## src/rtl/multibyte_add_seq_pkg.sv

```systemverilog
// Shared encodings for the multibyte add/sub sequencer: FSM states and byte width.
package multibyte_add_seq_pkg;

  localparam int BYTE_W = 8;

  typedef enum logic [1:0] {
    ST_IDLE = 2'd0,
    ST_RUN  = 2'd1,
    ST_DONE = 2'd2
  } state_e;

endpackage

```

## src/rtl/multibyte_add_seq_if.sv

```systemverilog
// Request/result bundle between the ALU control path (master) and the sequencer (slave).
interface multibyte_add_seq_if
  import multibyte_add_seq_pkg::*;
#(
  parameter int NBYTES = 4
);
  logic                       start;
  logic                       sub;
  logic [BYTE_W*NBYTES-1:0]   a;
  logic [BYTE_W*NBYTES-1:0]   b;
  logic                       busy;
  logic                       done;
  logic [BYTE_W*NBYTES-1:0]   sum;
  logic                       cout;
  logic                       ovf;

  modport master (
    output start, sub, a, b,
    input  busy, done, sum, cout, ovf
  );

  modport slave (
    input  start, sub, a, b,
    output busy, done, sum, cout, ovf
  );
endinterface

```

## src/rtl/multibyte_add_seq_byte_adder.sv

```systemverilog
// Shared 8-bit adder with carry in/out; purely combinational, reused for every byte.
module multibyte_add_seq_byte_adder
  import multibyte_add_seq_pkg::*;
(
  input  logic [BYTE_W-1:0] a_i,
  input  logic [BYTE_W-1:0] b_i,
  input  logic              c_i,
  output logic [BYTE_W-1:0] o_o,
  output logic              co_o
);

  assign {co_o, o_o} = {1'b0, a_i} + {1'b0, b_i} + {{BYTE_W{1'b0}}, c_i};

endmodule

```

## src/rtl/multibyte_add_seq.sv

```systemverilog
// Byte-serial add/sub of two NBYTES operands through one shared byte adder, LSB first.
// Start accepted in IDLE or DONE; done pulses NBYTES+1 cycles later; start during RUN is dropped.
module multibyte_add_seq
  import multibyte_add_seq_pkg::*;
#(
  parameter int NBYTES = 4
)(
  input  logic                clk,
  input  logic                rst,
  multibyte_add_seq_if.slave  bus_if
);

  localparam int W  = BYTE_W * NBYTES;
  localparam int CW = $clog2(NBYTES + 1);
  localparam logic [CW-1:0] LAST = CW'(NBYTES - 1);

  state_e          state_q, state_d;
  logic [CW-1:0]   idx_q, idx_d;
  logic [W-1:0]    a_q, a_d;
  logic [W-1:0]    b_q, b_d;
  logic [W-1:0]    sum_q, sum_d;
  logic            carry_q, carry_d;
  logic            cout_q, cout_d;
  logic            ovf_q, ovf_d;

  logic [BYTE_W-1:0] add_o;
  logic              add_co;
  logic              c_msb;

  multibyte_add_seq_byte_adder u_byte_adder (
    .a_i  (a_q[BYTE_W-1:0]),
    .b_i  (b_q[BYTE_W-1:0]),
    .c_i  (carry_q),
    .o_o  (add_o),
    .co_o (add_co)
  );

  // Carry into bit 7 recovered from the sum bit, so the adder needs no extra port.
  assign c_msb = a_q[BYTE_W-1] ^ b_q[BYTE_W-1] ^ add_o[BYTE_W-1];

  always_comb begin
    state_d = state_q;
    idx_d   = idx_q;
    a_d     = a_q;
    b_d     = b_q;
    sum_d   = sum_q;
    carry_d = carry_q;
    cout_d  = cout_q;
    ovf_d   = ovf_q;
    case (state_q)
      ST_IDLE, ST_DONE: begin
        state_d = ST_IDLE;
        if (bus_if.start) begin
          a_d     = bus_if.a;
          b_d     = bus_if.sub ? ~bus_if.b : bus_if.b;
          carry_d = bus_if.sub;
          idx_d   = '0;
          sum_d   = '0;
          state_d = ST_RUN;
        end
      end
      ST_RUN: begin
        for (int i = 0; i < NBYTES; i++) begin
          if (idx_q == CW'(i)) sum_d[i*BYTE_W +: BYTE_W] = add_o;
        end
        carry_d = add_co;
        idx_d   = idx_q + CW'(1);
        a_d     = a_q >> BYTE_W;
        b_d     = b_q >> BYTE_W;
        if (idx_q == LAST) begin
          cout_d  = add_co;
          ovf_d   = c_msb ^ add_co;
          state_d = ST_DONE;
        end
      end
      default: state_d = ST_IDLE;
    endcase
  end

  always_ff @(posedge clk or posedge rst) begin
    if (rst) begin
      state_q <= ST_IDLE;
      idx_q   <= '0;
      a_q     <= '0;
      b_q     <= '0;
      sum_q   <= '0;
      carry_q <= 1'b0;
      cout_q  <= 1'b0;
      ovf_q   <= 1'b0;
    end else begin
      state_q <= state_d;
      idx_q   <= idx_d;
      a_q     <= a_d;
      b_q     <= b_d;
      sum_q   <= sum_d;
      carry_q <= carry_d;
      cout_q  <= cout_d;
      ovf_q   <= ovf_d;
    end
  end

  assign bus_if.busy = (state_q == ST_RUN);
  assign bus_if.done = (state_q == ST_DONE);
  assign bus_if.sum  = sum_q;
  assign bus_if.cout = cout_q;
  assign bus_if.ovf  = ovf_q;

endmodule
```

## src/flat_wrapper.sv

```systemverilog
// flat-port wrapper written by rule: the top's interface ports become plain ports
module multibyte_add_seq_flat import multibyte_add_seq_pkg::*;
#(
  parameter int NBYTES = 4
)
  (clk, rst, bus_if_start, bus_if_sub, bus_if_a, bus_if_b, bus_if_busy, bus_if_done, bus_if_sum, bus_if_cout, bus_if_ovf);
  multibyte_add_seq_if #(.NBYTES(NBYTES)) bus_if_i ();
  input  logic clk;
  input  logic rst;
  input wire logic [$bits(bus_if_i.start)-1:0] bus_if_start;
  input wire logic [$bits(bus_if_i.sub)-1:0] bus_if_sub;
  input wire logic [$bits(bus_if_i.a)-1:0] bus_if_a;
  input wire logic [$bits(bus_if_i.b)-1:0] bus_if_b;
  output wire logic [$bits(bus_if_i.busy)-1:0] bus_if_busy;
  output wire logic [$bits(bus_if_i.done)-1:0] bus_if_done;
  output wire logic [$bits(bus_if_i.sum)-1:0] bus_if_sum;
  output wire logic [$bits(bus_if_i.cout)-1:0] bus_if_cout;
  output wire logic [$bits(bus_if_i.ovf)-1:0] bus_if_ovf;
  assign bus_if_i.start = bus_if_start;
  assign bus_if_i.sub = bus_if_sub;
  assign bus_if_i.a = bus_if_a;
  assign bus_if_i.b = bus_if_b;
  assign bus_if_busy = bus_if_i.busy;
  assign bus_if_done = bus_if_i.done;
  assign bus_if_sum = bus_if_i.sum;
  assign bus_if_cout = bus_if_i.cout;
  assign bus_if_ovf = bus_if_i.ovf;
  multibyte_add_seq #(.NBYTES(NBYTES)) u_core (.clk(clk), .rst(rst), .bus_if(bus_if_i));
endmodule
```

## config.mk

```make
export PLATFORM = sky130hd
export DESIGN_NAME = multibyte_add_seq_flat
export DESIGN_NICKNAME = d
export VERILOG_FILES = /design/src/rtl/multibyte_add_seq_pkg.sv /design/src/rtl/multibyte_add_seq_if.sv /design/src/rtl/multibyte_add_seq_byte_adder.sv /design/src/rtl/multibyte_add_seq.sv /design/src/flat_wrapper.sv
export SDC_FILE = /design/constraint.sdc
export NUM_CORES = 1
export LEC_CHECK = 0
export CORE_UTILIZATION = 41
export CTS_CLUSTER_SIZE = 10
export DETAILED_ROUTE_END_ITERATION = 16
export DONT_BUFFER_PORTS = 1
export PLACE_DENSITY_LB_ADDON = 0.05
export SLEW_MARGIN = 10
export SYNTH_ARGS = -nofsm -noshare
export SYNTH_HDL_FRONTEND = slang
export SYNTH_SLANG_ARGS = --single-unit
```

## constraint.sdc

```tcl
create_clock -name clk -period 7.4 [get_ports clk]
set_input_delay 1.48 -clock clk [delete_from_list [all_inputs] [get_ports clk]]
set_output_delay 1.48 -clock clk [all_outputs]
set_load 0.05 [all_outputs]
```

met2.png
The bar under the picture is 20 um long.
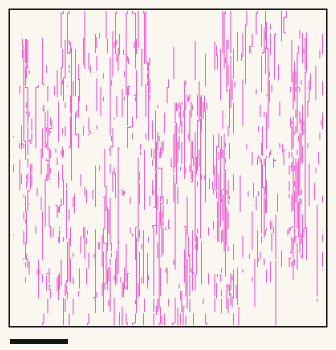
share of all routed wire	47%
nets with wire on the layer	399
main direction	vertical
longest straight run	54.4 um
wire length on this layer	4690 um

==> impl_metrics.env <==
# source this file to load flow results
export IMPL_status="completed"
export IMPL_finish_utilization_pct=46.8
export IMPL_avgRoutedWirePerCell_um=17.7
export IMPL_synth_area_per_cell_um2=11.1
export IMPL_grt_use_met2_pct=28.0
export IMPL_synth_top_cell_by_count="dfrtp_1"
export IMPL_grt_first_pass_wirelength_um=15900
export IMPL_antenna_left=0
export IMPL_worst_setup_path_end_kind="primary output"
export IMPL_ys_cells=427
export IMPL_use_met3_pct=5.99
export IMPL_dp_hpwl_um=6720
export IMPL_place_ws_ns=4.30
export IMPL_top_area_cell="dfrtp_1"
export IMPL_power_leakage_nw=2.35
export IMPL_synthTopCellsByArea="dfrtp_1 (55%), xnor2_1 (6.8%), nand2_1 (6.1%), a221o_1 (5.1%), a22oi_1 (4.0%)"
export IMPL_seq_area_um2=2600
export IMPL_post_route_min_period_ns=3.16
export IMPL_antenna_found_initial=0
export IMPL_drc=0
export IMPL_drive_above_1_share_pct=10.7
export IMPL_cts_resized=0
export IMPL_nets=498
export IMPL_fillers=1089
export IMPL_routed_via_density=5.52
export IMPL_edf_count=0
export IMPL_clock_root_buffer="clkbuf_16"
export IMPL_setup_slack_ns=4.24
export IMPL_gr_total_overflow=0
export IMPL_critPathBufInv=1
export IMPL_ys_top_cells_by_count="dfrtp_1 (104), nand2_1 (77), xnor2_1 (37)"
export IMPL_clk_pin_slew_ns=0.07
export IMPL_grt_max_degree=68
export IMPL_fin_cells=561
export IMPL_max_slew_margin_pct=35.9
export IMPL_fmax_mhz=316
export IMPL_die_w_um=110
export IMPL_io_pins=104
export IMPL_adder_share_pct=4.01
export IMPL_ys_seq_elements=104
export IMPL_synth_logic_top_family="AND-OR/OR-AND gates"
export IMPL_wl_met1_um=4470
export IMPL_cts_buffer_depth=2
export IMPL_cp_arrival_ns=1.68
export IMPL_clkLatencyLatePin_ns=0.34
export IMPL_coreArea_um2=11100
export IMPL_finalHoldViolCount=0
export IMPL_grt_most_used_layer="met2"
export IMPL_slowest_stage="inv_4"
export IMPL_synth_top_cell_area_share_pct=54.9
export IMPL_die_h_um=110
export IMPL_antenna_cells=0
export IMPL_met1_usage_pct=22.9
export IMPL_hp_class="reg -> reg"
export IMPL_placedCellCount=545
export IMPL_wl_met2_um=4690
export IMPL_ys_chip_area_um2=4740
export IMPL_drv_cap=0
export IMPL_stdcell_area_um2=5190
export IMPL_dr_pass1_iters=4
export IMPL_drv_slew=0
export IMPL_yosysUniqueCellTypes=38
export IMPL_cp_slowest_stage_delay_ns=0.62
export IMPL_async_reset_ff_share_pct=100
export IMPL_top_layer_used="met4"
export IMPL_cts_tree="done"
export IMPL_flop_cell="dfrtp_1"
export IMPL_holdWs_ns=0.477
export IMPL_placed_cell_area_um2=4850
export IMPL_ys_sh_aoi_pct=18.3
export IMPL_setup_tns_ns=0
export IMPL_dr_total_vias=3094
export IMPL_rows=38
final_clocks.png
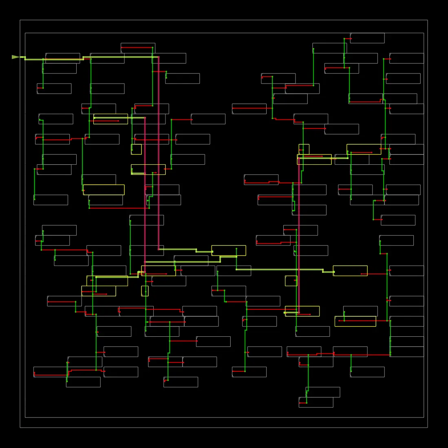
clk pwr: 0.540 mW
Num CTS Buffers: 9
flip-flops: 104
# clk buffers: 9

cell usage in the layout, fill, tap and decap left out, types with 2 or more instances in the layout:
cell type   netlist  layout
nor2_4            1       2
nand3_1           4       4
bufinv_16         0       3
inv_4             1       2
xnor2_1          37      37
a32o_1            6       6
a21oi_2           2       2
o21ai_0          27      27
nand2b_1          2       2
buf_4             3       4
inv_1             5       4
fa_1              2       2
dfrtp_1         104     104
clkbuf_16         0       9
a22oi_1          25      25
ha_1             12      12
nor2_1           27      27
a221o_1          24      24
mux2_2           12      12
a21oi_1           4       4
a22o_1           10      10
clkinvlp_4        0       2
a21o_1            3       3
nand2_1          77      77
cell type report:
class	instances	share of cell area (%)
sequential	104	50.1
multi-input combinational	291	38.7
clock buffer	9	4.34
clock inverter	7	2.29
tap	140	3.38
inverter	6	0.530
timing repair buffer	4	0.579
power breakdown:
| part | switching [mW] | internal (mW) | total, mW | leakage (nW) |
|---|---|---|---|---|
| Combinational | 0.586 | 0.387 | 0.973 | 0.847 |
| Clock | 0.209 | 0.331 | 0.540 | 0.162 |
| Sequential | 0.389 | 0.798 | 1.19 | 1.34 |
final timing paths:
check	startpoint	endpoint	slack, ns	cells past startpoint
setup / recovery	u_core.state_q[1]$_DFFE_PP0P_	bus_if_busy	4.24	2
hold / removal	u_core.a_q[18]$_DFFE_PP0P_	u_core.a_q[18]$_DFFE_PP0P_	0.48	2
setup reg to reg	u_core.state_q[0]$_DFFE_PP0P_	u_core.b_q[12]$_DFFE_PP0P_	4.93	5
hold reg to reg	u_core.a_q[18]$_DFFE_PP0P_	u_core.a_q[18]$_DFFE_PP0P_	0.48	2
max in group asynchronous	rst	u_core.b_q[24]$_DFFE_PP0P_	5.18	2
min in group asynchronous	rst	u_core.bus_if.sum[5]$_DFFE_PP0P_	1.02	1
Power is estimated from default activity; no workload was simulated.
